==> images/met4.png <==
Supply wires on this layer in gray.
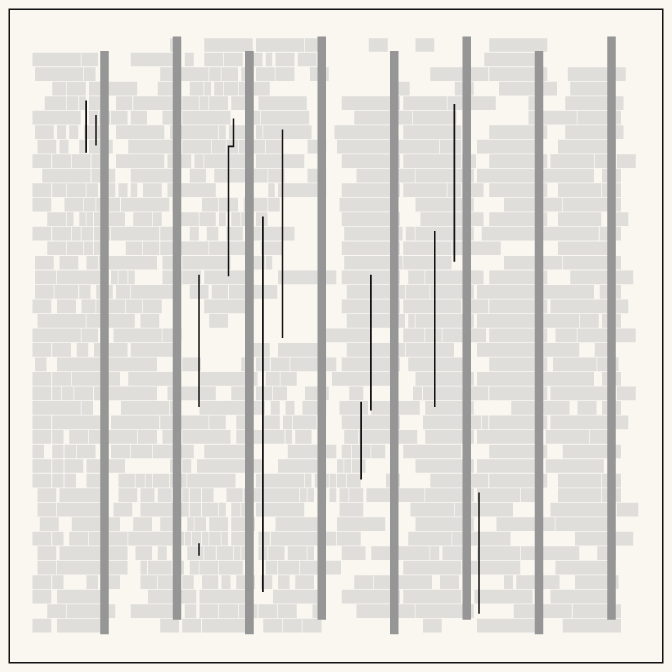
==> images/final_placement.png <==
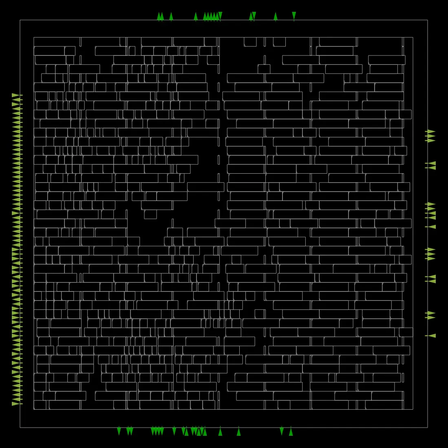
==> images/metal_stack.png <==
Scale bar: 20 microns.
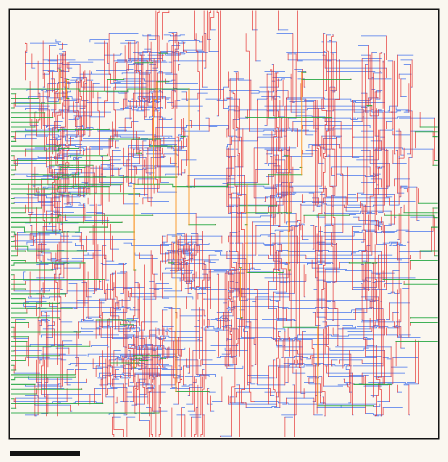
==> images/met3.png <==
Scale bar: 20 microns.
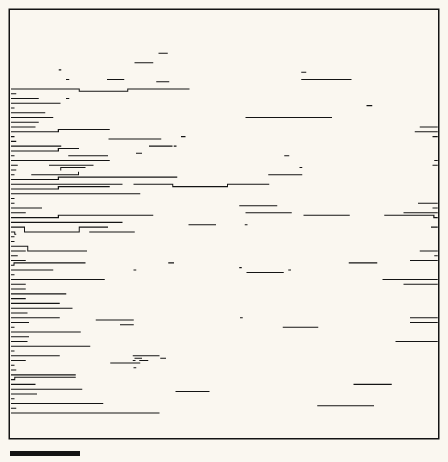
==> images/drive_strength.png <==
Scale bar: 20 microns.
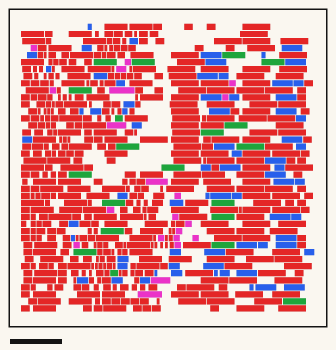
## src/rtl/noc_local_ni.sv

```systemverilog
// Generic single-clock FIFO: push refused when full (even with a same-cycle pop), pop ignored when empty.
// Latency: a pushed entry is visible at the head on the cycle after the push edge.
// Backpressure: the caller watches count; illegal push/pop requests are silently ignored.
module fifo #(
    parameter int WIDTH = 8,
    parameter int DEPTH = 8
) (
    input  logic                       clk,
    input  logic                       reset,
    input  logic                       push,
    input  logic [WIDTH-1:0]           pushData,
    input  logic                       pop,
    output logic [WIDTH-1:0]           popData,
    output logic [$clog2(DEPTH):0]     count
);
    localparam int AW = $clog2(DEPTH);
    localparam logic [AW:0] FULL_LVL = (AW+1)'(DEPTH);

    logic [WIDTH-1:0] mem [DEPTH];
    logic [AW-1:0]    wrPtr;
    logic [AW-1:0]    rdPtr;
    logic             wrEn;
    logic             rdEn;

    assign wrEn    = push && (count != FULL_LVL);
    assign rdEn    = pop && (count != '0);
    assign popData = mem[rdPtr];

    always_ff @(posedge clk) begin
        if (wrEn) begin
            mem[wrPtr] <= pushData;
        end
    end

    // Pointers wrap naturally because DEPTH is a power of two.
    always_ff @(posedge clk or negedge reset) begin
        if (!reset) begin
            wrPtr <= '0;
            rdPtr <= '0;
            count <= '0;
        end else begin
            if (wrEn) wrPtr <= wrPtr + AW'(1);
            if (rdEn) rdPtr <= rdPtr + AW'(1);
            case ({wrEn, rdEn})
                2'b10:   count <= count + (AW+1)'(1);
                2'b01:   count <= count - (AW+1)'(1);
                default: count <= count;
            endcase
        end
    end
endmodule

// Local network interface: packs core messages into router flits and filters router flits into a receive FIFO.
// Latency: tx accept -> inj_write one edge later; ej_write push -> rx_valid one edge later.
// Backpressure: tx_ready from registered router full/almost-full; ej_full/ej_almost_full from FIFO fill.
module noc_local_ni #(
    parameter int         WIDTH    = 16,
    parameter int         RX_DEPTH = 8,
    parameter logic [1:0] LOCAL_IP = 2'b00
) (
    input  logic             clk,
    input  logic             reset,
    input  logic             tx_valid,
    input  logic [1:0]       tx_dst,
    input  logic [WIDTH-4:0] tx_payload,
    output logic             tx_ready,
    output logic [WIDTH-1:0] inj_data,
    output logic             inj_write,
    input  logic             inj_full,
    input  logic             inj_almost_full,
    input  logic [WIDTH-1:0] ej_data,
    input  logic             ej_write,
    output logic             ej_full,
    output logic             ej_almost_full,
    output logic             rx_valid,
    output logic [WIDTH-4:0] rx_payload,
    input  logic             rx_ready,
    output logic [15:0]      tx_count,
    output logic [15:0]      rx_count,
    output logic [15:0]      drop_count
);
    localparam int AW = $clog2(RX_DEPTH);
    localparam logic [AW:0] FULL_LVL   = (AW+1)'(RX_DEPTH);
    localparam logic [AW:0] ALMOST_LVL = (AW+1)'(RX_DEPTH - 1);

    logic          sendOk;
    logic          txAccept;
    logic          flitVld;
    logic          destHit;
    logic          rxPush;
    logic          rxDrop;
    logic          rxPop;
    logic [AW:0]   fill;

    assign tx_ready = sendOk;
    assign txAccept = tx_valid & sendOk;

    // One-cycle lookahead: an in-flight write against an almost-full router may fill it.
    always_ff @(posedge clk or negedge reset) begin
        if (!reset) begin
            sendOk    <= 1'b0;
            inj_write <= 1'b0;
            inj_data  <= '0;
        end else begin
            sendOk    <= ~(inj_full | (inj_almost_full & inj_write));
            inj_write <= txAccept;
            inj_data  <= txAccept ? {tx_payload, tx_dst, 1'b1} : '0;
        end
    end

    assign flitVld = ej_write & ej_data[0];
    assign destHit = (ej_data[2:1] == LOCAL_IP);
    assign rxPush  = flitVld & destHit & ~ej_full;
    assign rxDrop  = flitVld & ~rxPush;
    assign rxPop   = rx_ready & rx_valid;

    fifo #(
        .WIDTH (WIDTH - 3),
        .DEPTH (RX_DEPTH)
    ) rxFifo (
        .clk      (clk),
        .reset    (reset),
        .push     (rxPush),
        .pushData (ej_data[WIDTH-1:3]),
        .pop      (rxPop),
        .popData  (rx_payload),
        .count    (fill)
    );

    assign ej_full        = (fill == FULL_LVL);
    assign ej_almost_full = (fill >= ALMOST_LVL);
    assign rx_valid       = (fill != '0);

    always_ff @(posedge clk or negedge reset) begin
        if (!reset) begin
            tx_count   <= '0;
            rx_count   <= '0;
            drop_count <= '0;
        end else begin
            if (inj_write && tx_count != 16'hFFFF)  tx_count   <= tx_count + 16'd1;
            if (rxPush && rx_count != 16'hFFFF)     rx_count   <= rx_count + 16'd1;
            if (rxDrop && drop_count != 16'hFFFF)   drop_count <= drop_count + 16'd1;
        end
    end
endmodule

```

## config.mk

```make
export PLATFORM = sky130hd
export DESIGN_NAME = noc_local_ni
export DESIGN_NICKNAME = d
export VERILOG_FILES = /design/src/rtl/noc_local_ni.sv
export SDC_FILE = /design/constraint.sdc
export NUM_CORES = 1
export LEC_CHECK = 0
export CAP_MARGIN = 0
export CORE_MARGIN = 4
export CORE_UTILIZATION = 58
export CTS_CLUSTER_DIAMETER = 50
export DETAILED_ROUTE_END_ITERATION = 16
export HOLD_SLACK_MARGIN = 0.1
export PLACE_DENSITY = 0.95
export SYNTH_ARGS = -nofsm -noshare
export SYNTH_HDL_FRONTEND = slang
export SYNTH_SLANG_ARGS = --single-unit
export TNS_END_PERCENT = 50
```

## constraint.sdc

```tcl
create_clock -name clk -period 5.6 [get_ports clk]
set_clock_uncertainty 0.05 [all_clocks]
set_input_delay 1.4 -clock clk [delete_from_list [all_inputs] [get_ports clk]]
set_output_delay 1.4 -clock clk [all_outputs]
set_load 0.05 [all_outputs]
```

==> out/results.tsv <==
stage	metric	value	unit
setup_path	crit path capture	rx_payload[9]	
cells_and_area	commonest cells after routing, fill and taps aside	clkdlybuf4s50_1, edfxtp_1, dfrtp_1	
logic_synthesis	post-synthesis register bit count	179	
logic_synthesis	Adder Share, Synth	1.324	%
setup_path	CP max stage delay	700	ps
drt	post-detailed-route count of antenna-violating nets	0	
final_timing	hold_ws	457.2	ps
logic_synthesis	cell type with the largest total area	edfxtp_1	
power	Seq group	1.75	mW
final_timing	fin crit share	80.41	%
cts	postcts setup bufs	0	
power	pwr/cell area	451.1	mW/mm^2
final_timing	headroom to the max-slew limit	23.04	%
cells_and_area	sequential cell area share	52.61	%
logic_synthesis	Synth Area per Inst	15.91	sq um
setup_path	Crit. path cell count	4	
setup_path	Max FO, Critical Path	20	
cts	clock buffer count from CTS	17	
cells_and_area	NonClk Buf Share	13.30	%
power	Clk pwr share	25.4	%
grt	largest net degree at the start of global routing	76	
die	well tap count	172	
final_timing	unrepaired setup endpoints after global routing	false	
power	power in the clock group	1.09	mW
logic_synthesis	Top non-seq family	simple AND/OR/NAND/NOR gates	
logic_synthesis	Area leader share	41.32	%
setup_path	Worst Setup Start Kind	register	
die	Die Area	0.01492	sq mm
cells_and_area	Reg area	0.005000	sq mm
logic_synthesis	Yosys Chip Area	0.007558	sq mm
drt	starting DRC count in detailed routing	343	
logic_synthesis	main flop type	edfxtp_1	
cts	Reg clk slew, reported paths	60	ps
power	Gate power share	33.9	%
die	Pre-Place Util	59.65	%
die	Core Area	0.01267	sq mm
final_timing	Final min period	4503	ps
min_path	Hold Crit Depth	1	
setup_path	worst path bufs/invs	2	
power	sw frac	36.04	%
final_timing	Slew Viols, Final	0	
cts	hold_buf cts	0	
run_status	outcome	finished, final reports clean	
grt	number of global-route vias before repair	4926	
logic_synthesis	Synth Net Count	521	
power	worst vdd ir	0.0002586	V
cells_and_area	Combinational Gates	268	
cells_and_area	clk_buf instances	18	
setup_path	CP required	4150	ps
setup_path	r2r setup slk	2820	ps
cells_and_area	Comb area share	25.76	%
logic_synthesis	Post-synth top cells	edfxtp_1, dfrtp_1, xor2_1	
logic_synthesis	async set or reset register ratio after synthesis	41.90	%
power	P_comb	1.45	mW
cells_and_area	antenna cells	0	
power	Seq pwr share	40.7	%
cells_and_area	Biggest Area Class	flip-flops and latches	
-- met4.png (at the start) --
The wires run mostly vertical. 8 nets have wire on it.

-- final_placement.png (at the start) --
FFs & Latches: 179
final core utilization: 75.01%

-- metal_stack.png (at the start) --
Key: blue = met1 [wire length 5840 microns]; red = met2 [wire length 8180 microns]; green = met3 [wire length 1300 microns]; orange = met4 [wire length 304 microns]
detailed-route via count: 4581
Post-Route WL: 15640 microns
drt wl/cell: 19.82 microns
gr usage total: 22.89%

-- met3.png (at the start) --
The layer carries 1300 microns of wire. The wires run mostly horizontal. The layer holds 8.3% of the routed length. The longest straight run is 42.1 microns. 115 nets have wire on it.
Global Route met3 Usage: 8.960%

-- drive_strength.png (at the start) --
Key: magenta = drive 3 to 4 [cells 21, share 3.4%]; green = drive 6 and up [cells 20, share 3.2%]; blue = drive 2 [cells 70, share 11%]; red = drive 1 or less [cells 506, share 82%]

## per-layer routing
| metal | global-route usage [%] | part of all wire (%) |
|---|---|---|
| met1 | 26.51 | 37 |
| met2 | 38.95 | 52 |
| met3 | 8.960 | 8.3 |
| met4 | 8.118 | 1.9 |
| met5 | 0 | 0 |
## stage by stage
stage	setup slack [ps]	area, sq um	total power [mW]	std cells
detailed placement	1490	8961	3.224	757
floorplan	1659	7559	2.764	475
CTS	1037	9504	4.325	789
global placement	1546	8961	3.174	757
finish	1097	9504	4.287	789
global route	882.5	9504	4.495	789
## state kept, by name, summed over array words and instances, names as in the netlist
register / flops
tx_count: 16
rxFifo.mem: 104
drop_count: 16
rxFifo.count: 4
rxFifo.wrPtr: 3
rxFifo.rdPtr: 3
rx_count: 16
inj_data: 16
tx_ready: 1
Power figures rest on the tool's default switching activity, not on a simulated workload.
